Fig. 1: M2 wires
Scale bar: 20 um.
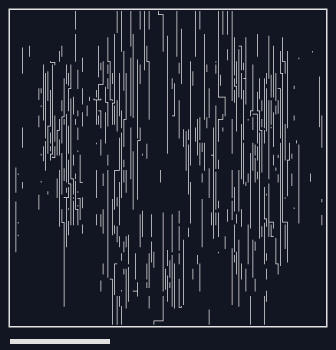
Fig. 2: placed cells, one colour a class
Scale bar: 20 um. Fill, decap, tap and diode cells in grey.
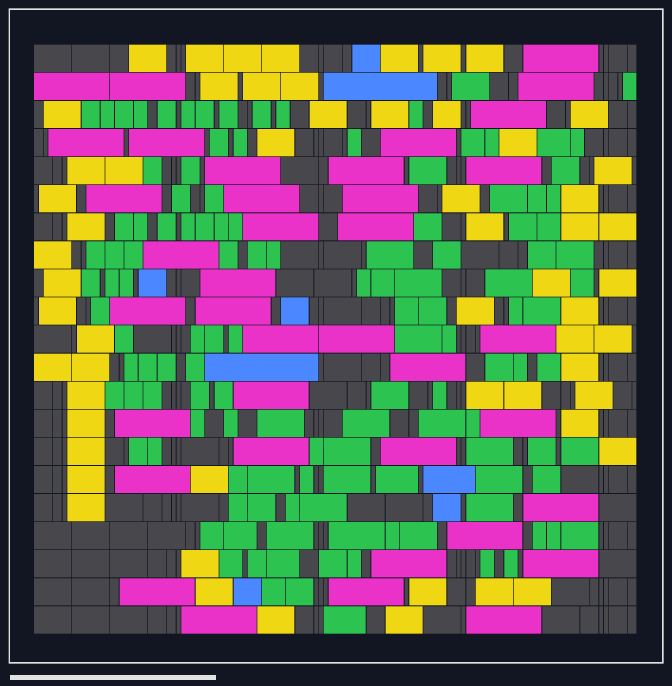
Fig. 3: clock network drawn from the DEF
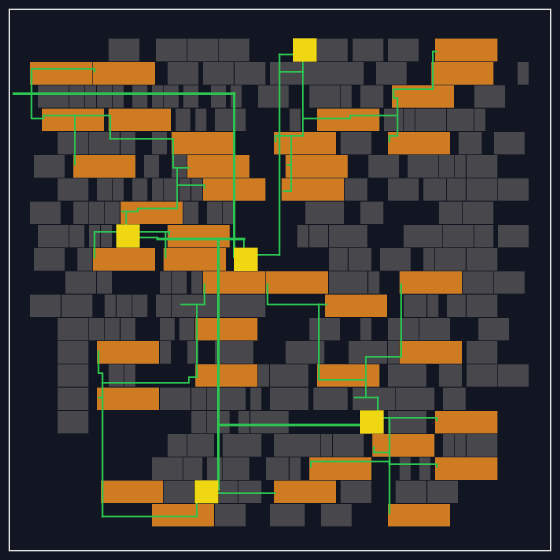
Fig. 4: PDN straps and rails
Pins as bars on the die edge. Tap cells in grey.
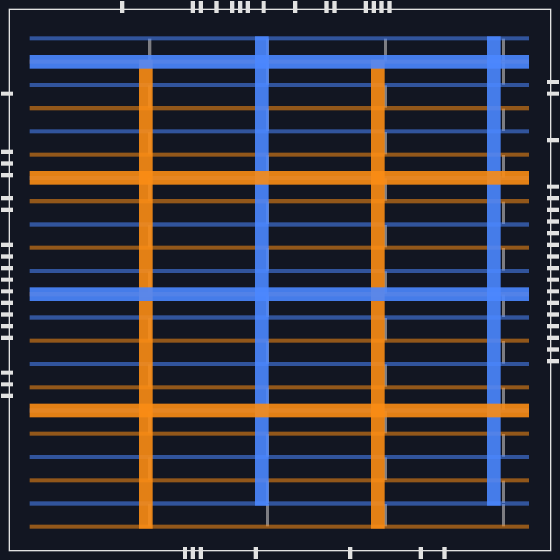
File: src/rtl/mul_result_unloader.sv
// rtl/mul_result_unloader.sv - operand latch, product capture and byte-serial unload around the 8x8 multiplier
//
// Purpose: latches two 8-bit operands from the system bus and drives them into
// the external combinational multiplier. On START it captures the 16-bit
// product, then offers it back on the 8-bit bus, low byte first, one byte per
// RD. It also keeps zero and overflow flags for the flags register.
//
// Ports:
//   CLK      in   system clock, rising edge
//   CLR      in   synchronous active-high reset
//   BUS_IN   in   [7:0]  bus data for operand loads
//   LOAD_A   in   latch BUS_IN into operand A (only when idle)
//   LOAD_B   in   latch BUS_IN into operand B (only when idle)
//   START    in   request product capture (only when idle)
//   RD       in   consume the byte on BUS_OUT
//   MUL_A    out  [7:0]  operand A to multiplier
//   MUL_B    out  [7:0]  operand B to multiplier
//   MUL_P    in   [15:0] multiplier product
//   BUS_OUT  out  [7:0]  offered product byte, 0 when not valid
//   VALID    out  BUS_OUT holds a product byte
//   HI_SEL   out  0 = low byte offered, 1 = high byte offered
//   BUSY     out  unit is not idle
//   ZERO     out  last captured product was zero
//   OVF      out  last captured product exceeded 255
//
// Build option: MUL_OVF_FLAG_EN - when defined, OVF is registered at capture;
// when undefined, OVF is constant 0.

module mul_result_unloader (
    input  logic        CLK,
    input  logic        CLR,
    input  logic [7:0]  BUS_IN,
    input  logic        LOAD_A,
    input  logic        LOAD_B,
    input  logic        START,
    input  logic        RD,
    output logic [7:0]  MUL_A,
    output logic [7:0]  MUL_B,
    input  logic [15:0] MUL_P,
    output logic [7:0]  BUS_OUT,
    output logic        VALID,
    output logic        HI_SEL,
    output logic        BUSY,
    output logic        ZERO,
    output logic        OVF
);

    typedef enum logic [1:0] {
        IDLE    = 2'd0,
        CAPTURE = 2'd1,
        OUT_LO  = 2'd2,
        OUT_HI  = 2'd3
    } state_t;

    state_t      state;
    logic [15:0] p;

    // All outputs are registers updated alongside the state so that they
    // change exactly at the edge that moves the state.
    always_ff @(posedge CLK) begin
        if (CLR) begin
            state   <= IDLE;
            MUL_A   <= 8'h00;
            MUL_B   <= 8'h00;
            p       <= 16'h0000;
            BUS_OUT <= 8'h00;
            VALID   <= 1'b0;
            HI_SEL  <= 1'b0;
            BUSY    <= 1'b0;
            ZERO    <= 1'b0;
        end else begin
            case (state)
                IDLE: begin
                    // Both loads together square the bus value.
                    if (LOAD_A) MUL_A <= BUS_IN;
                    if (LOAD_B) MUL_B <= BUS_IN;
                    if (START) begin
                        state <= CAPTURE;
                        BUSY  <= 1'b1;
                    end
                end
                CAPTURE: begin
                    p       <= MUL_P;
                    ZERO    <= (MUL_P == 16'h0000);
                    BUS_OUT <= MUL_P[7:0];
                    VALID   <= 1'b1;
                    HI_SEL  <= 1'b0;
                    state   <= OUT_LO;
                end
                OUT_LO: begin
                    if (RD) begin
                        BUS_OUT <= p[15:8];
                        HI_SEL  <= 1'b1;
                        state   <= OUT_HI;
                    end
                end
                OUT_HI: begin
                    if (RD) begin
                        BUS_OUT <= 8'h00;
                        VALID   <= 1'b0;
                        HI_SEL  <= 1'b0;
                        BUSY    <= 1'b0;
                        state   <= IDLE;
                    end
                end
                default: state <= IDLE;
            endcase
        end
    end

`ifdef MUL_OVF_FLAG_EN
    logic ovf_q;

    always_ff @(posedge CLK) begin
        if (CLR) begin
            ovf_q <= 1'b0;
        end else if (state == CAPTURE) begin
            ovf_q <= (MUL_P[15:8] != 8'h00);
        end
    end

    assign OVF = ovf_q;
`else
    assign OVF = 1'b0;
`endif

endmodule

File: config.mk
export PLATFORM = sky130hd
export DESIGN_NAME = mul_result_unloader
export DESIGN_NICKNAME = d
export VERILOG_FILES = /design/src/rtl/mul_result_unloader.sv
export SDC_FILE = /design/constraint.sdc
export NUM_CORES = 1
export LEC_CHECK = 0
export ABC_AREA = 0
export CORE_MARGIN = 2
export CORE_UTILIZATION = 47
export CTS_CLUSTER_DIAMETER = 200
export DETAILED_ROUTE_END_ITERATION = 10
export MAX_ROUTING_LAYER = met4
export PLACE_DENSITY_LB_ADDON = 0.12
export SYNTH_ARGS = -nofsm -noshare
export SYNTH_HDL_FRONTEND = slang
export SYNTH_SLANG_ARGS = --single-unit
File: constraint.sdc
create_clock -name CLK -period 4.15 [get_ports CLK]
set_input_delay 0.6225 -clock CLK [delete_from_list [all_inputs] [get_ports CLK]]
set_output_delay 0.6225 -clock CLK [all_outputs]
set_load 0.03 [all_outputs]
==> flow_summary.json <==
{
  "synth.area.top_cells": "dfxtp_1 46%, a211oi_2 6.1%, a21oi_1 5.5%",
  "regArea_um2": 760.7,
  "synth_nets": 213,
  "synth-async-reset-ratio": 0,
  "clk_path_buf_depth": 2,
  "comb_share": 0.3459,
  "aoi_share": 0.1856,
  "globalplace.congestion": 0.8046,
  "cp.arrival_ps": 1400,
  "ff_type": "dfxtp_1",
  "fp_util": 0.4931,
  "critPathRequiredTime_ps": 3530,
  "nets": 266,
  "p_total_w": 0.001572,
  "period_needed_ps": 2027,
  "ios": 59,
  "crit_path_end": "MUL_A[6]",
  "num_vias": 1477,
  "cp-startpoint": "MUL_A[6]",
  "syn_area_per_cell_um2": 9.348,
  "ys_cells": 176,
  "status": "finished clean",
  "layout_top_cells": "57 x clkdlybuf4s50_1, 38 x dfxtp_1, 18 x nand3_1, 18 x nand2_1, 18 x a21oi_1",
  "ys_seq_frac": 0.4624,
  "power_leakage_nw": 0.8642,
  "fp.dieW_um": 63.17,
  "cts_tree": "built",
  "warnings": 32,
  "ys_top_cells_by_count": "38 x dfxtp_1, 18 x a21oi_1, 18 x nand2_1, 18 x nand3_1, 17 x nor2_1",
  "r2r_end": "MUL_A[4]",
  "die_area_mm2": 0.003990,
  "antenna_cells": 0,
  "critPathKind": "register to output port",
  "cp_num_cells": 1,
  "crit_path_end_kind": "output port",
  "finalHoldViolations": 0,
  "synthMostInstantiatedCell": "dfxtp_1",
  "area_share_clock_buf_inv": 0.04795,
  "edf_count": 0,
  "maxSlewViolCount": 0,
  "crit_path_max_fanout": 2,
  "lay_top_count": "clkdlybuf4s50_1",
  "cts_setup_buffers": 0,
  "rsz0062_at_grt": "false",
  "path_buffers": 1,
  "crit_chain": "clkdlybuf4s50_1",
  "flops": 38,
  "design_area_mm2": 0.002322,
  "cts_max_level": 2,
  "reg2reg_from": "state[0]",
  "clock_latency_ps": 350,
  "detailed_place.area_mm2": 0.002211,
  "holdPathEnd": "MUL_A[1]",
  "clkbuf_count": 6,
  "grt_pass1_vias": 1456,
  "use_met1": 0.2390,
  "drt_wl_total_um": 3811,
  "area_growth_pct": 41.14,
  "ys_area_mm2": 0.001645,
  "grt_pass1_wl_um": 6417,
  "num_rows": 21,
  "drive_gt1_frac": 0.09565,
  "inverters": 3,
  "buffer_area_frac": 0.2489,
  "wl_per_cell_um": 13.81,
  "place_ws_ps": 2250,
  "skew_ps": 11.38,
  "cts_resized": 0,
  "cts_buffers": 5,
  "synthXorXnorAreaFrac": 0,
  "antenna_found_initial": 0,
  "final_util": 0.6959,
  "simple_gate_share": 0.1764,
  "slew_headroom": 0.5823,
  "finalClockPeriodUsage": 0.4883,
  "setup_violations": 0,
  "seq_share": 0.3276,
  "hold_buffers": 0,
  "logic_gate_count": 123,
  "dp_hpwl_um": 2813,
  "cts-root-buf": "clkbuf_4",
  "power.density_mw_per_mm2": 676.8,
  "core_mm2": 0.003337,
  "cap_violations": 0,
  "largest_cell_class": "logic gates",
  "synthDistinctLibCells": 28,
  "slowest_stage": "clkdlybuf4s50_1",
  "via_per_inst": 5.351
}
-- Fig. 1 (at the start) --
main direction	vertical
nets with wire on the layer	231
wire length on this layer	1860 um
longest straight run	29.8 um

-- Fig. 2 (at the start) --
colour	class	cells
green	combinational and other logic	126
yellow	remaining buffers and delay cells	58
magenta	sequential cells	38
blue	clock drivers and dummy loads	8

-- Fig. 3 (at the start) --
[orange] flip-flops | count: 38
[green] clock wires | length: 423 um
[yellow] clock drivers | count: 5
routed clock nets	6

-- Fig. 4 (at the start) --
colour	net
blue	VDD
orange	VSS
tap cells	46
met1 rails	22
rows	21

## registers in the layout (all words and copies together) (netlist names)
signal   flops
BUSY         1
BUS_OUT      8
HI_SEL       1
MUL_A        8
MUL_B        8
VALID        1
ZERO         1
p            8
state        2
## report_power, final
group          switching, W  internal (W)
combinational      0.000412      0.000295
clock              0.000121      0.000204
sequential        0.0000676      0.000472
## through the flow
stage	hold WS, ps	std cells
CTS	465.4	276
global route	490.8	276
finish	466.3	276
detailed placement	449.4	268
global placement	443.6	268
floorplan	460.8	176
## per-layer routing
| layer | up-vias | part of all wire | wire length (um) |
|---|---|---|---|
| met5 | - | 0 | 0 |
| met4 | 0 | 0.017 | 63 |
| met3 | 9 | 0.073 | 277 |
| met2 | 57 | 0.49 | 1860 |
| met1 | 685 | 0.42 | 1609 |
| li1 | 726 | - | - |
